Design systolic_ctrl, sky130hd; sources not shown.
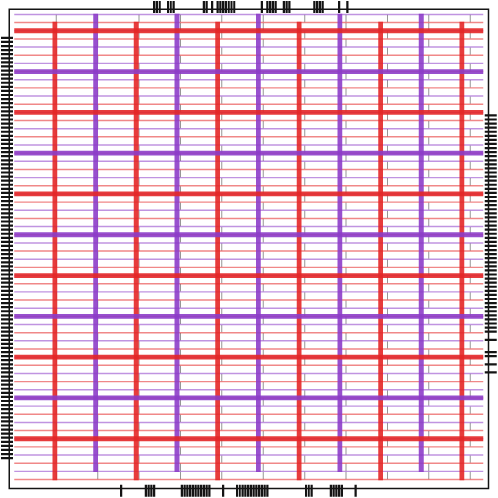
Figure 1: run 1, supply network.
Scale: 3 px per µm. Pins as bars on the die edge. Tap cells in grey.
- VSS: red
- VDD: purple
- met4 straps: 11
- met1 rails: 58
VDD IR max: 0.000166 V
area of the core: 24200 µm²
die height: 159 µm

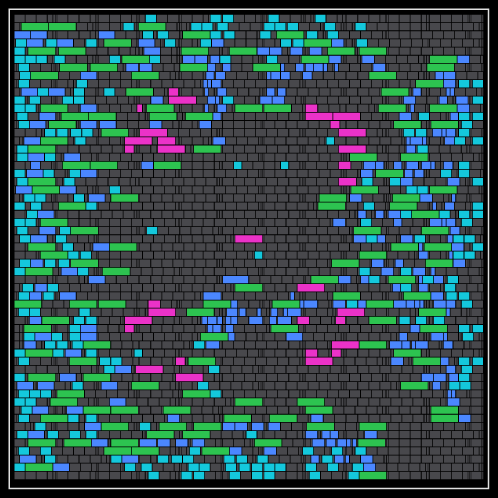
Figure 2: run 1, cell classes on the final placement.
Scale: 3 px per µm. Fill, decap, tap and diode cells in grey.
- flops: green (cells 137)
- other buffers and delay cells: cyan (cells 235)
- all other logic: blue (cells 251)
- clock drivers and dummy loads: magenta (cells 32)
design area: 9250 µm²
Layout Utilization: 38.1%
Seq/total area: 37.1%
Row Count: 57

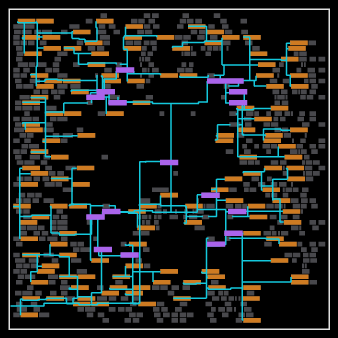
Figure 3: run 1, clock distribution.
Scale: 2 px per µm.
- flip-flops: orange (count 137)
- cells driving clock nets: purple (count 17)
- clock wires: cyan (length 2120 µm)
- flops lie: spread over the die
- routed clock nets: 18
worst clock skew: 0.0108 ns
Clock Power Share: 21.9%

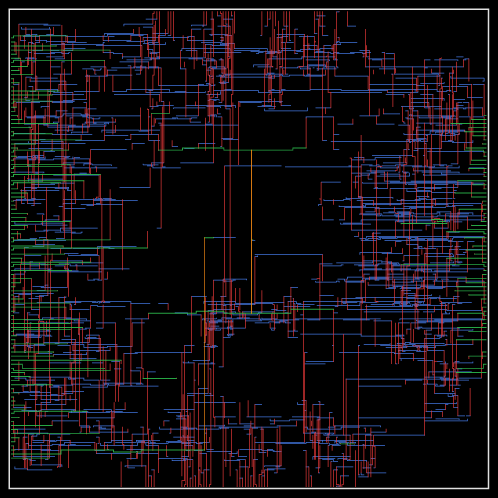
Figure 4: run 1, wiring by layer.
Scale: 3 px per µm.
- met3: green (wire length 1620 µm)
- met1: blue (wire length 7150 µm)
- met2: red (wire length 6710 µm)
- met4: orange (wire length 125 µm)
Post-Route WL: 15.6 mm
post-DR wirelength/cell: 15.9 µm
via count: 4087

==> Changelog: implementation, run 1 <==
### Changed

* First-pass GRT wire length at 25.4 mm
* Switching pwr at around 1200 µW
* GP Congestion at 0.725
* EDFF count, synth at 0
* Slowest Stage Delay on Critical Path at roughly 0.84 ns
* Post_cts resized at 0
* Worst path depth at 4
* Outcome: finished clean
* TritonRoute pass-1 iters at 4
* Syn_area_per_cell at between 10 and 15 µm²
* CTS max path bufs at 2
* CTS tree: done
* WHS Path Cells at 1
* Critical path arrival at 3.17 ns
* Xor/xnor share of the synthesized area at 0.142%
* Critical Path, Cell by Cell: or4b_2 > buf_4 > a21oi_1 > clkdlybuf4s50_1
* Aoi share at 4.62%
* Minimum clock period at 6.17 ns
* Met3 Resource Use GR at 6.28%
* Fillers at ~2300
* DP Area at about 8700 µm²
* Hold Slack at 0.485 ns
* Seq share, synth at 55.5%
* Adder Area Share at 1.01%
* Sw Ratio at 41.0%
* Combinational share of power at 45.0%
* H-Tree Depth at 4
* Clk slew on worst S/H paths at 0.06 ns
* Power Internal at 1670 µW
* Grt met2 use at 18.8%
* CP top delay family: buffers and inverters
* DP Worst Slack at 4.23 ns
* CTS sink count at 137
* # Post-CTS Setup Buffers at 0
* Most numerous logic cell after layout: clkdlybuf4s50_1
* Power share of the sequential group at 33.2%
* Chip area at 25400 µm²
## run 1: cells in the mapped netlist (2+ instances only)
cell / instances / area [µm²]
mux2_2: 30 / 338
buf_2: 2 / 10.0
nand3b_1: 33 / 248
a21oi_1: 3 / 15.0
buf_12: 3 / 60.1
mux2_4: 49 / 736
nor4_1: 3 / 18.8
inv_1: 5 / 18.8
a21oi_2: 30 / 263
mux2_1: 49 / 552
dfrtp_1: 137 / 3430
nand2b_1: 2 / 12.5
buf_6: 14 / 158
nand2_1: 32 / 120
ha_1: 5 / 62.6
clkbuf_1: 10 / 37.5
nor3_1: 3 / 15.0
## run 1: routing by layer
layer / up-vias / routed length, µm
met5: - / 0
met4: 0 / 125
met3: 5 / 1620
met2: 182 / 6710
met1: 1980 / 7150
li1: 1920 / -
## run 1: cells by family (layout without fill, tap and decap cells)
family                     count (synthesis)  in the layout
DFF                                      137            137
muxes                                    128            128
and+or+nand+nor                           78             78
buffers and inverters                     35            272
AOI/OAI and AO/OA                         34             34
adders and majority gates                  5              5
xor gates and xnor gates                   1              1
## run 1: layout make-up
class                      instances  area share, %
clock buffer                      17           4.60
clock inverter                    15           1.68
inverter                           5          0.257
multi-input combinational        246           26.7
sequential                       137           37.1
tap                              324           4.38
timing repair buffer             235           25.3
## run 1: power groups by stage
| stage | combinational (µW) | sequential [µW] | clock, µW |
|---|---|---|---|
| 2_1_floorplan | 460 | 1360 | 0 |
| 3_3_place_gp | 1280 | 938 | 0 |
| 3_5_place_dp | 1290 | 944 | 0 |
| 4_1_cts | 1290 | 943 | 646 |
| 5_1_grt | 1340 | 974 | 669 |
| 6_report | 1270 | 938 | 618 |
==> run 2, diff against run 1 <==
- PLACE_DENSITY: 0.5 -> 0.52
- clock period: 10 -> 5.4 ns (I/O delays scaled with it)
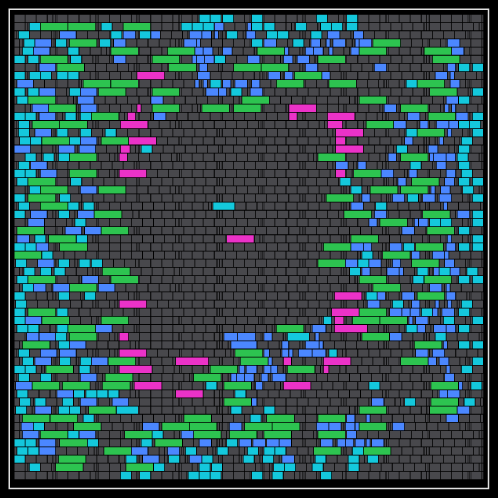
Figure 5: run 2, cell classes on the final placement.
Scale: 3 px per µm. Fill, decap, tap and diode cells in grey.
- clock drivers and dummy loads: magenta (cells 32)
- other buffers and delay cells: cyan (cells 235)
- flops: green (cells 137)
- all other logic: blue (cells 251)
design area: 9310 µm²
Seq/total area: 36.8%
Layout Utilization: 38.4%

==> run 2 against run 1 <==
Net effect:
- combinational power rose by 86%
- die size did not move
- sequential cell count did not move
- non-clock buffer count did not move
- routed wire length fell by 0.26%
==> Changelog: implementation, run 2 <==
### Changed

* Outcome: finished clean
* Max-area cell share at 55.5% (unchanged)
* CTS max path bufs at 2 (unchanged)
* GP Congestion at 0.757 (+4.4%)
* Power share of the sequential group at 32.8% (-0.4 points)
* Clock Power Share at 22.9% (+1.0 points)
* CTS tree: done
* Post-DR wirelength/cell at 15.9 µm (-0.26%)
* Combinational share of power at 44.3% (-0.7 points)
* Sw Ratio at 39.6% (-1.4 points)
* Post-synth top area cell: dfrtp_1
* Post-Route WL at 15.6 mm (-0.26%)
* Worst slew margin at 23.3%
* First-pass GRT wire length at 25.1 mm (-1.2%)
* WHS Path Cells at 1 (unchanged)
* Via count at 4101 (+0.34%)
* Crit start category: flop
* Row Count at 57 (unchanged)
* Switching pwr at 2110 µW (+82%)
* Minimum clock period at 4.83 ns
* Syn_area_per_cell at 14.8 µm² (unchanged)
* Seq share, synth at 55.5% (unchanged)
* H-Tree Depth at 4 (unchanged)
* # Post-CTS Setup Buffers at 0 (unchanged)
* Critical path arrival at 3.21 ns (+0.04 ns)
* Setup TNS at 0 ns
* Kind of critical path: reg -> out
* Worst clock skew at 0.0111 ns (+0.000285 ns)
* Most numerous logic cell after layout: clkdlybuf4s50_1
* EDFF count, synth at 0 (unchanged)
* Power Internal at 3220 µW (+93%)
* Flops out of synthesis at 137
* CTS sink count at 137 (unchanged)
* Chip area at 25400 µm² (unchanged)
* Area of the core at 24200 µm² (unchanged)
* Die height at 159 µm (unchanged)
* Synth top cell by count: dfrtp_1
* VDD IR max at 0.000362 V (+120%)
* Cell area power density at 572 nW/µm²
* Synth top cells by count: dfrtp_1, mux2_1, mux2_4, nand3b_1, nand2_1
* Required time of the critical path at roughly 3.8 ns
* TritonRoute pass-1 iters at 4 (unchanged)
* Ys cells at roughly 420
* Top cells by area: dfrtp_1, mux2_4, mux2_1, mux2_2, a21oi_2
* Clk slew on worst S/H paths at 0.06 ns (about the same)
* Post_cts resized at 0 (unchanged)
-- run 2: power groups by stage --
stage                     combinational (µW)  sequential, µW  clock [µW]
final                                   2360            1750        1220
after CTS                               2390            1750        1270
after global placement                  2370            1740           0
after floorplan                          852            2510           0
after global routing                    2480            1810        1310
after detailed placement                2390            1750           0
-- run 2: kinds of logic after synthesis --
kind of cell	Yosys count	share of synthesized area, %
flops	137	55.5
mux	128	26.3
buf+inv	35	4.72
compound gates	34	4.62
fa+ha+maj	5	1.01
xor+xnor	1	0.142
simple gates	78	7.75
-- run 2: critical path: stages (launching register included) --
cell and delay (ns):
dfrtp_1 0.54, or4b_2 1.10, a21oi_1 0.29, clkdlybuf4s50_1 0.84
-- run 2: final cells by class --
cell class | count | area, µm²
fill | 2348 | 14900
sequential | 137 | 3430
multi-input combinational | 246 | 2460
timing repair buffer | 235 | 2380
clock buffer | 18 | 439
tap | 324 | 405
clock inverter | 14 | 173
inverter | 5 | 23.8
-- run 2: routing by layer --
metal | routed length, µm | vias up | global-route usage (%) | share of wire (%)
met4 | 189 | 0 | 4.85 | 1.2
met3 | 1640 | 13 | 5.52 | 11
li1 | - | 1908 | - | -
met2 | 6640 | 186 | 18.8 | 43
met5 | 0 | - | 0 | 0
met1 | 7080 | 1994 | 16.3 | 46
-- run 2: per-stage QoR --
stage | setup WS [ns] | area [µm²] | instances
final | 0.574 | 9310 | 979
after detailed placement | 0.997 | 8700 | 947
after floorplan | 0.112 | 6180 | 418
after CTS | 0.509 | 9310 | 979
after global placement | 1.07 | 8700 | 947
after global routing | 0.467 | 9310 | 979
Power and IR drop assume default switching activity.
